<file path="src/rtl/add_vec_pkg.sv">
// Shared types and the lane-wise pair adder for the vector add engine.
// The ADD_VEC_SATURATE_EN build passes saturate=1 to lane_add.
package add_vec_pkg;

  localparam int unsigned LINE_W_MAX  = 512;  // widest line lane_add handles
  localparam int unsigned ELEM_W_DEF  = 32;
  localparam int unsigned ADDR_W_DEF  = 42;
  localparam int unsigned LEN_W_DEF   = 16;
  localparam int unsigned MAX_OUT_DEF = 4;

  typedef enum logic [1:0] {IDLE, RUN, DRAIN, DONE} t_state;

  typedef logic [LEN_W_DEF-1:0]  t_tag;
  typedef logic [LINE_W_MAX-1:0] t_line;

  // Line holds np (a,b) pairs of elem_w bits; each result lane is a+b.
  // Lanes above np*elem_w come back zero.
  function automatic t_line lane_add(input t_line line, input int unsigned elem_w,
                                     input int unsigned np, input bit saturate,
                                     output logic sat);
    t_line mask, a, b, s, res;
    mask = (t_line'(1) << elem_w) - t_line'(1);
    res  = '0;
    sat  = 1'b0;
    for (int unsigned i = 0; i < np; i++) begin
      a = (line >> (2 * i * elem_w)) & mask;
      b = (line >> ((2 * i + 1) * elem_w)) & mask;
      s = a + b;
      if (saturate && ((s >> elem_w) != '0)) begin
        s   = mask;
        sat = 1'b1;
      end
      res = res | ((s & mask) << (i * elem_w));
    end
    return res;
  endfunction

endpackage

</file>
<file path="src/rtl/add_vec_engine_if.sv">
// Flattened CCI-P-style host channel: read request/response and write request/ack.
interface add_vec_engine_if
  import add_vec_pkg::*;
#(
  parameter int unsigned LINE_W = LINE_W_MAX,
  parameter int unsigned ADDR_W = ADDR_W_DEF,
  parameter int unsigned LEN_W  = LEN_W_DEF
);

  logic              rd_req_valid;
  logic [ADDR_W-1:0] rd_req_addr;
  logic [LEN_W-1:0]  rd_req_tag;
  logic              rd_almost_full;
  logic              rd_rsp_valid;
  logic [LEN_W-1:0]  rd_rsp_tag;
  logic [LINE_W-1:0] rd_rsp_data;
  logic              wr_req_valid;
  logic [ADDR_W-1:0] wr_req_addr;
  logic [LINE_W-1:0] wr_req_data;
  logic              wr_almost_full;
  logic              wr_rsp_valid;

  modport master (
    output rd_req_valid, rd_req_addr, rd_req_tag,
    input  rd_almost_full, rd_rsp_valid, rd_rsp_tag, rd_rsp_data,
    output wr_req_valid, wr_req_addr, wr_req_data,
    input  wr_almost_full, wr_rsp_valid
  );

  modport slave (
    input  rd_req_valid, rd_req_addr, rd_req_tag,
    output rd_almost_full, rd_rsp_valid, rd_rsp_tag, rd_rsp_data,
    input  wr_req_valid, wr_req_addr, wr_req_data,
    output wr_almost_full, wr_rsp_valid
  );

endinterface

</file>
<file path="src/rtl/add_vec_result_fifo.sv">
// Synchronous FIFO holding summed lines with their tags; push and pop may coincide.
module add_vec_result_fifo
  import add_vec_pkg::*;
#(
  parameter int unsigned DEPTH = MAX_OUT_DEF,
  parameter int unsigned WIDTH = 8
) (
  input  logic                     clk,
  input  logic                     reset_n,
  input  logic                     push,
  input  logic [WIDTH-1:0]         push_data,
  input  logic                     pop,
  output logic [WIDTH-1:0]         pop_data,
  output logic                     empty,
  output logic [$clog2(DEPTH):0]   count
);

  localparam int unsigned PTR_W = $clog2(DEPTH);
  localparam int unsigned CNT_W = PTR_W + 1;

  logic [WIDTH-1:0] mem [DEPTH];
  logic [PTR_W-1:0] wr_ptr, rd_ptr;
  logic             do_push, do_pop;

  assign do_pop   = pop && (count != '0);
  assign do_push  = push && ((count != CNT_W'(DEPTH)) || do_pop);
  assign empty    = (count == '0);
  assign pop_data = mem[rd_ptr];

  always_ff @(posedge clk) begin
    if (do_push) mem[wr_ptr] <= push_data;
  end

  always_ff @(posedge clk) begin
    if (!reset_n) begin
      wr_ptr <= '0;
      rd_ptr <= '0;
      count  <= '0;
    end else begin
      if (do_push) wr_ptr <= wr_ptr + 1'b1;
      if (do_pop)  rd_ptr <= rd_ptr + 1'b1;
      case ({do_push, do_pop})
        2'b10:   count <= count + 1'b1;
        2'b01:   count <= count - 1'b1;
        default: count <= count;
      endcase
    end
  end

endmodule

</file>
<file path="src/rtl/add_vec_engine.sv">
// Streams source lines, adds (a,b) pairs lane-wise, writes one result line per source line.
// Optional ADD_VEC_SATURATE_EN: lanes saturate and a sticky sat_flag port is added.
module add_vec_engine
  import add_vec_pkg::*;
#(
  parameter int unsigned LINE_W          = LINE_W_MAX,
  parameter int unsigned ELEM_W          = ELEM_W_DEF,
  parameter int unsigned ADDR_W          = ADDR_W_DEF,
  parameter int unsigned LEN_W           = LEN_W_DEF,
  parameter int unsigned MAX_OUTSTANDING = MAX_OUT_DEF
) (
  input  logic              clk,
  input  logic              reset_n,
  input  logic              cfg_start,
  input  logic [ADDR_W-1:0] cfg_src_addr,
  input  logic [ADDR_W-1:0] cfg_dst_addr,
  input  logic [LEN_W-1:0]  cfg_num_lines,
  output logic              busy,
  output logic              done,
  add_vec_engine_if.master  host
`ifdef ADD_VEC_SATURATE_EN
  ,
  output logic              sat_flag
`endif
);

  localparam int unsigned NP     = LINE_W / (2 * ELEM_W);
  localparam int unsigned FIFO_W = LEN_W + LINE_W;
`ifdef ADD_VEC_SATURATE_EN
  localparam bit SAT_EN = 1'b1;
`else
  localparam bit SAT_EN = 1'b0;
`endif

  t_state state, state_next;

  logic [ADDR_W-1:0] src, dst;
  logic [LEN_W-1:0]  num, issued, popped, acked, inflight;
  logic              active, issue, accept, pop, start;
  logic [LINE_W-1:0] sum_line;
  logic              lane_sat;
  logic [FIFO_W-1:0] fifo_out;
  logic              fifo_empty;
  logic [$clog2(MAX_OUTSTANDING):0] fifo_count;
  logic [LEN_W-1:0]  out_tag;
  logic [LINE_W-1:0] out_line;

  assign active   = (state == RUN) || (state == DRAIN);
  assign start    = (state == IDLE) && cfg_start;
  assign inflight = issued - popped;
  // Credit check on issued-minus-popped keeps the result FIFO from overflowing.
  assign issue    = (state == RUN) && (issued != num)
                    && (inflight < LEN_W'(MAX_OUTSTANDING)) && !host.rd_almost_full;
  assign accept   = active && host.rd_rsp_valid;
  assign pop      = active && !fifo_empty && !host.wr_almost_full;
  assign busy     = active;
  assign out_tag  = fifo_out[FIFO_W-1 -: LEN_W];
  assign out_line = fifo_out[LINE_W-1:0];

  always_comb begin
    sum_line = '0;
    lane_sat = 1'b0;
    sum_line = LINE_W'(lane_add(t_line'(host.rd_rsp_data), ELEM_W, NP, SAT_EN, lane_sat));
  end

  add_vec_result_fifo #(
    .DEPTH (MAX_OUTSTANDING),
    .WIDTH (FIFO_W)
  ) u_fifo (
    .clk       (clk),
    .reset_n   (reset_n),
    .push      (accept),
    .push_data ({host.rd_rsp_tag, sum_line}),
    .pop       (pop),
    .pop_data  (fifo_out),
    .empty     (fifo_empty),
    .count     (fifo_count)
  );

  logic unused_fifo_count;
  assign unused_fifo_count = ^fifo_count;

  always_ff @(posedge clk) begin
    if (!reset_n) state <= IDLE;
    else          state <= state_next;
  end

  always_comb begin
    state_next = state;
    case (state)
      IDLE:    if (cfg_start) state_next = (cfg_num_lines == '0) ? DONE : RUN;
      RUN:     if (issued == num) state_next = DRAIN;
      DRAIN:   if (acked == num) state_next = DONE;
      DONE:    state_next = IDLE;
      default: state_next = IDLE;
    endcase
  end

  always_ff @(posedge clk) begin
    if (!reset_n) begin
      src               <= '0;
      dst               <= '0;
      num               <= '0;
      issued            <= '0;
      popped            <= '0;
      acked             <= '0;
      done              <= 1'b0;
      host.rd_req_valid <= 1'b0;
      host.rd_req_addr  <= '0;
      host.rd_req_tag   <= '0;
      host.wr_req_valid <= 1'b0;
      host.wr_req_addr  <= '0;
      host.wr_req_data  <= '0;
    end else begin
      done              <= (state == DONE);
      host.rd_req_valid <= issue;
      host.wr_req_valid <= pop;
      if (start) begin
        src    <= cfg_src_addr;
        dst    <= cfg_dst_addr;
        num    <= cfg_num_lines;
        issued <= '0;
        popped <= '0;
        acked  <= '0;
      end
      if (issue) begin
        host.rd_req_addr <= src + ADDR_W'(issued);
        host.rd_req_tag  <= issued;
        issued           <= issued + 1'b1;
      end
      if (pop) begin
        host.wr_req_addr <= dst + ADDR_W'(out_tag);
        host.wr_req_data <= out_line;
        popped           <= popped + 1'b1;
      end
      if (active && host.wr_rsp_valid) acked <= acked + 1'b1;
    end
  end

`ifdef ADD_VEC_SATURATE_EN
  always_ff @(posedge clk) begin
    if (!reset_n)               sat_flag <= 1'b0;
    else if (start)             sat_flag <= 1'b0;
    else if (accept && lane_sat) sat_flag <= 1'b1;
  end
`else
  logic unused_lane_sat;
  assign unused_lane_sat = lane_sat;
`endif

endmodule

</file>
<file path="src/flat_wrapper.sv">
// flat-port wrapper written by rule: the top's interface ports become plain ports
module add_vec_engine_flat import add_vec_pkg::*;
#(
  parameter int unsigned LINE_W          = LINE_W_MAX,
  parameter int unsigned ELEM_W          = ELEM_W_DEF,
  parameter int unsigned ADDR_W          = ADDR_W_DEF,
  parameter int unsigned LEN_W           = LEN_W_DEF,
  parameter int unsigned MAX_OUTSTANDING = MAX_OUT_DEF
)
  (clk, reset_n, cfg_start, cfg_src_addr, cfg_dst_addr, cfg_num_lines, busy, done, host_rd_req_valid, host_rd_req_addr, host_rd_req_tag, host_rd_almost_full, host_rd_rsp_valid, host_rd_rsp_tag, host_rd_rsp_data, host_wr_req_valid, host_wr_req_addr, host_wr_req_data, host_wr_almost_full, host_wr_rsp_valid);
  add_vec_engine_if #(.LINE_W(LINE_W), .ADDR_W(ADDR_W), .LEN_W(LEN_W)) host_i ();
  input  logic clk;
  input  logic reset_n;
  input  logic cfg_start;
  input  logic [ADDR_W-1:0] cfg_src_addr;
  input  logic [ADDR_W-1:0] cfg_dst_addr;
  input  logic [LEN_W-1:0] cfg_num_lines;
  output logic busy;
  output logic done;
  output wire logic [$bits(host_i.rd_req_valid)-1:0] host_rd_req_valid;
  output wire logic [$bits(host_i.rd_req_addr)-1:0] host_rd_req_addr;
  output wire logic [$bits(host_i.rd_req_tag)-1:0] host_rd_req_tag;
  input wire logic [$bits(host_i.rd_almost_full)-1:0] host_rd_almost_full;
  input wire logic [$bits(host_i.rd_rsp_valid)-1:0] host_rd_rsp_valid;
  input wire logic [$bits(host_i.rd_rsp_tag)-1:0] host_rd_rsp_tag;
  input wire logic [$bits(host_i.rd_rsp_data)-1:0] host_rd_rsp_data;
  output wire logic [$bits(host_i.wr_req_valid)-1:0] host_wr_req_valid;
  output wire logic [$bits(host_i.wr_req_addr)-1:0] host_wr_req_addr;
  output wire logic [$bits(host_i.wr_req_data)-1:0] host_wr_req_data;
  input wire logic [$bits(host_i.wr_almost_full)-1:0] host_wr_almost_full;
  input wire logic [$bits(host_i.wr_rsp_valid)-1:0] host_wr_rsp_valid;
  assign host_rd_req_valid = host_i.rd_req_valid;
  assign host_rd_req_addr = host_i.rd_req_addr;
  assign host_rd_req_tag = host_i.rd_req_tag;
  assign host_i.rd_almost_full = host_rd_almost_full;
  assign host_i.rd_rsp_valid = host_rd_rsp_valid;
  assign host_i.rd_rsp_tag = host_rd_rsp_tag;
  assign host_i.rd_rsp_data = host_rd_rsp_data;
  assign host_wr_req_valid = host_i.wr_req_valid;
  assign host_wr_req_addr = host_i.wr_req_addr;
  assign host_wr_req_data = host_i.wr_req_data;
  assign host_i.wr_almost_full = host_wr_almost_full;
  assign host_i.wr_rsp_valid = host_wr_rsp_valid;
  add_vec_engine #(.LINE_W(LINE_W), .ELEM_W(ELEM_W), .ADDR_W(ADDR_W), .LEN_W(LEN_W), .MAX_OUTSTANDING(MAX_OUTSTANDING)) u_core (.clk(clk), .reset_n(reset_n), .cfg_start(cfg_start), .cfg_src_addr(cfg_src_addr), .cfg_dst_addr(cfg_dst_addr), .cfg_num_lines(cfg_num_lines), .busy(busy), .done(done), .host(host_i));
endmodule
</file>
<file path="config.mk">
export PLATFORM = sky130hd
export DESIGN_NAME = add_vec_engine_flat
export DESIGN_NICKNAME = d
export VERILOG_FILES = /design/src/rtl/add_vec_pkg.sv /design/src/rtl/add_vec_engine_if.sv /design/src/rtl/add_vec_result_fifo.sv /design/src/rtl/add_vec_engine.sv /design/src/flat_wrapper.sv
export SDC_FILE = /design/constraint.sdc
export NUM_CORES = 2
export LEC_CHECK = 0
export ABC_AREA = 1
export CORE_AREA = 2 2 488 490
export CTS_BUF_LIST = sky130_fd_sc_hd__clkbuf_8
export CTS_CLUSTER_SIZE = 16
export DETAILED_ROUTE_END_ITERATION = 7
export DIE_AREA = 0 0 490 492
export GPL_ROUTABILITY_DRIVEN = 0
export GPL_TIMING_DRIVEN = 0
export PLACE_DENSITY = 0.6
export REMOVE_ABC_BUFFERS = 1
export SLEW_MARGIN = 20
export SYNTH_ARGS = -nofsm -noshare
export SYNTH_HDL_FRONTEND = slang
export SYNTH_SLANG_ARGS = --single-unit
export TNS_END_PERCENT = 5
</file>
<file path="constraint.sdc">
create_clock -name clk -period 18.65 [get_ports clk]
set_input_delay 4.6625 -clock clk [delete_from_list [all_inputs] [get_ports clk]]
set_output_delay 4.6625 -clock clk [all_outputs]
set_load 0.02 [all_outputs]
</file>
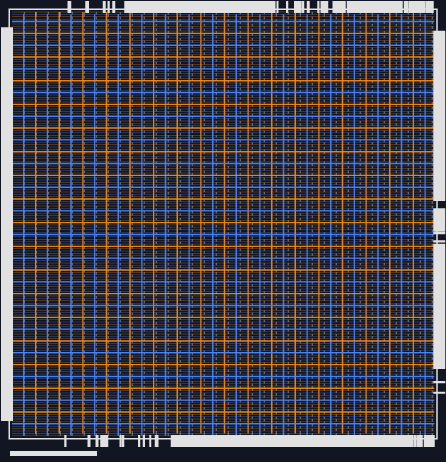
pdn.png
Bar = 100 um. Pins as bars on the die edge. Tap cells in grey.
Blue shows VSS. Orange shows VDD.
35 straps on met4. 1251 signal pins sit on the boundary. 35 straps on met5. 3167 tap cells.
overall die width: 490 um
maximum vdd drop: 0.0000898 V

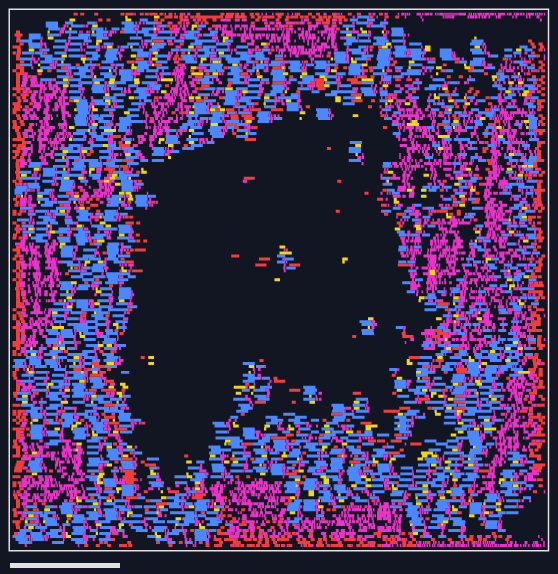
cell_classes.png
Bar = 100 um.
Red shows other buffers and delay cells, cells 1102, share of their area 13%. Blue shows flip-flops, cells 1606, share of their area 45%. Magenta shows all other logic, cells 6586, share of their area 35%. Yellow shows clock drivers and dummy loads, cells 535, share of their area 6.2%.
final core occ: 41.8%
Std-Cell Rows: 179
cell area after layout: 0.0988 mm2
register fraction of the total cell area: 43.6%
total core area: 0.236 mm2

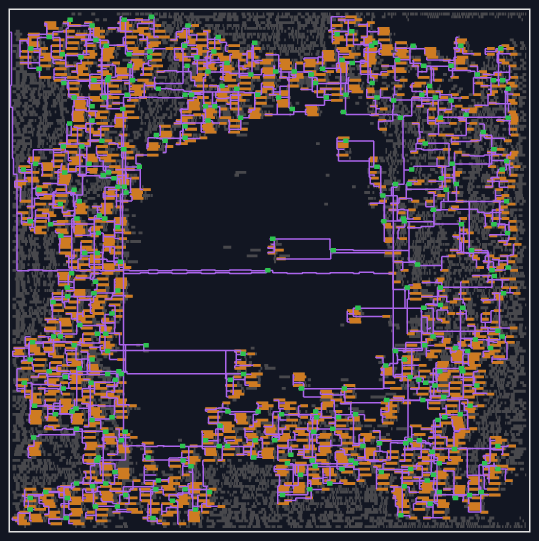
clock_map.png
Orange shows flip-flops, count 1606. Green shows cells driving clock nets, count 301. Purple shows clock wires, length 23.0 mm.
Position of the flops: all over the die.
power share of the clock group: 28.5%
power drawn by the clock network: 3350 uW
clock latency on the worst-skew pair: 1030 ps
setup skew after layout: 93.1 ps

==> out/writeup.txt <==
The flow ran to the end, and the final reports show no timing, DRC or antenna violations. The placed instances occupy a cell area of 0.0930 mm2. Relative to the synthesized area, the layout overhead comes to 25.7%.

The warning count from the yosys run is 0. The final route contains 65300 vias. The kind of launch point of the worst setup path was an input port.

The capturing element type of the critical path is a register. The DRC violation total after the first TritonRoute iteration is 4753, and the number of cells in the design after placement is 12500. According to the I/O placement log, the pin count is 1251. The root buffer cell chosen for the clock tree is sky130_fd_sc_hd__clkbuf_8.

The yosys stat chip area came out at 0.0786 mm2. The logs give 45 for the number of antenna violations at the first check in global routing and 0 for the number of setup violations in the final report. The critical path data required time came out at 19360 ps.

The top cell types in the final layout, fill and taps aside, are 1642 x sky130_fd_sc_hd__nor2_1, 1181 x sky130_fd_sc_hd__o21ai_0, 1088 x sky130_fd_sc_hd__edfxtp_1, 993 x sky130_fd_sc_hd__clkdlybuf4s50_1, 985 x sky130_fd_sc_hd__nand2_1. Entering global routing, the biggest net connects 145 pins. After layout, the worst path uses 43.5% of the clock period.

The maximum clock rate came out at 123 MHz. The type of the tightest min-delay check is reg -> reg. The area fraction in compound gates is 14.2%, and the global-route usage over all layers is 20.9%.

By count the netlist is led by 1646 x sky130_fd_sc_hd__nor2_1, 1181 x sky130_fd_sc_hd__o21ai_0, 1088 x sky130_fd_sc_hd__edfxtp_1, 986 x sky130_fd_sc_hd__nand2_1, 582 x sky130_fd_sc_hd__inv_1. The cell count after synthesis is 8538. The placement report lists the number of port buffers as 994.

The number of nets still failing antenna checks after routing was 0. The number of warnings in the stage logs works out to 41. The clock tree cell share of total cell area works out to 5.92%.

The final max-slew violation count recorded for this run is 0. met2 is the most crowded layer. Non-clock buffering takes up 12.8% of total cell area after layout.

Transition at the pin with the smallest max-transition slack: 993 ps. Max capacitance violation total: 0. Leaving out filler cells and counting taps, the final layout contains 13000. After Yosys synthesis, and, or, nand and nor cells account for 15.6% of the synthesized area.

The synthesized design spends more area on one cell type than any other, namely sky130_fd_sc_hd__edfxtp_1. With the critical path arrival at 8830 ps, the share of the synthesized netlist area taken by xor and xnor gates is 3.32%. In the final report, the number of hold violations comes to 0. With the worst-case hold slack at 453 ps, the deepest clock path buffer count is 4. The leakage power was 0.0380 uW. The worst hold path was traced through 2 stages. The final global-route overflow total came out at 0. The tally of clock buffers in the finished layout was 338.

The run gives 190000 um for the detailed-placement wirelength estimate. With the cell count listed in synth_stat.txt at 8538, the number of gates resized after CTS is 0. The number of antenna diodes in the final layout is 13. In the finished design the tool counted flip-flops and latches totalling 1606. The STA report counts the stages on the worst setup path as 10. Yosys attributes the largest share of cell area to sky130_fd_sc_hd__edfxtp_1 42%, sky130_fd_sc_hd__dfxtp_1 13%, sky130_fd_sc_hd__nor2_1 7.9%.

The mux cell area share after synthesis was 0%; the multi-input logic area was 0.0311 mm2. The fraction of cell area in multi-input combinational cells is reported as 31.5%. The clock transition time at the flip-flop clock pins of the worst setup and hold paths works out to 60 ps. For the wire length of the first global-routing pass, the log shows 389000 um. Adding up every negative setup slack in the final design gives 0 ps. The remaining design rule violation count is 0.

The end of the worst register-to-register path was u_core.host.wr_req_addr[30]$_SDFFE_PN0P_. During tapcell insertion the tool placed 3167 well taps. The run gives 34.4% as the met2 track utilization from global routing.

The tools report the number of H-tree branching levels as 5. For this run, the register share of the synthesized area comes to 54.8%. For the multi-input combinational gate total, the log shows 5995. Leaving out the clock tree, the finished layout contains a buffer count of 1102.

In this design, the largest share of critical-path delay is due to AND-OR/OR-AND gates. The worst path in the final design needs a cycle of 8120 ps, including I/O delays and setup. Tracing the worst setup path back leads to its startpoint at host_rd_rsp_data[0]. Counting only logic cells after layout, the most numerous master is sky130_fd_sc_hd__nor2_1.

For this sky-water flow run, the detailed-routed wirelength per cell is reported as 20.2 um. The number of setup buffers added after CTS is 0. Counting distinct cell types in the post-synthesis netlist gives 57. Counting flops with an async set or reset pin after synthesis yields a share of 0%. The logs give 9650 ps for the worst setup slack after placement and 0 for the number of hold buffers added after CTS. The total of flip-flops plus latches after synthesis is 1606, and the count of non-CTS inverters in the layout is 591.

Cells with a size suffix above 1 make up 5.69% of the layout. The run gives 13480 ps for the slack of the worst reg-to-reg path. On the critical path, the stage with the largest delay is an instance of sky130_fd_sc_hd__o21ai_0. The number of nets at the end of the flow is 10500, and the synthesized area per cell is 9.21 um2. The run gives 33.3% for the starting density of the core.
-- flip-flops by register name, indices dropped and copies added, names as in the netlist, 42 cells and up, named ones only --
| signal | flops |
|---|---|
| u_core.host.wr_req_data | 256 |
| u_core.src | 42 |
| u_core.host.wr_req_addr | 42 |
| u_core.dst | 42 |
| u_core.u_fifo.mem | 1088 |
| u_core.host.rd_req_addr | 42 |
-- power by group --
group	internal, uW	switching, uW
sequential	4540	265
clock	1840	1510
combinational	1280	2310
-- tightest hold or removal path: stages (launching register included) --
cell                      delay [ps]
sky130_fd_sc_hd__dfxtp_1         290
sky130_fd_sc_hd__inv_1            60
sky130_fd_sc_hd__a21oi_1          70
Power and IR drop assume default switching activity.
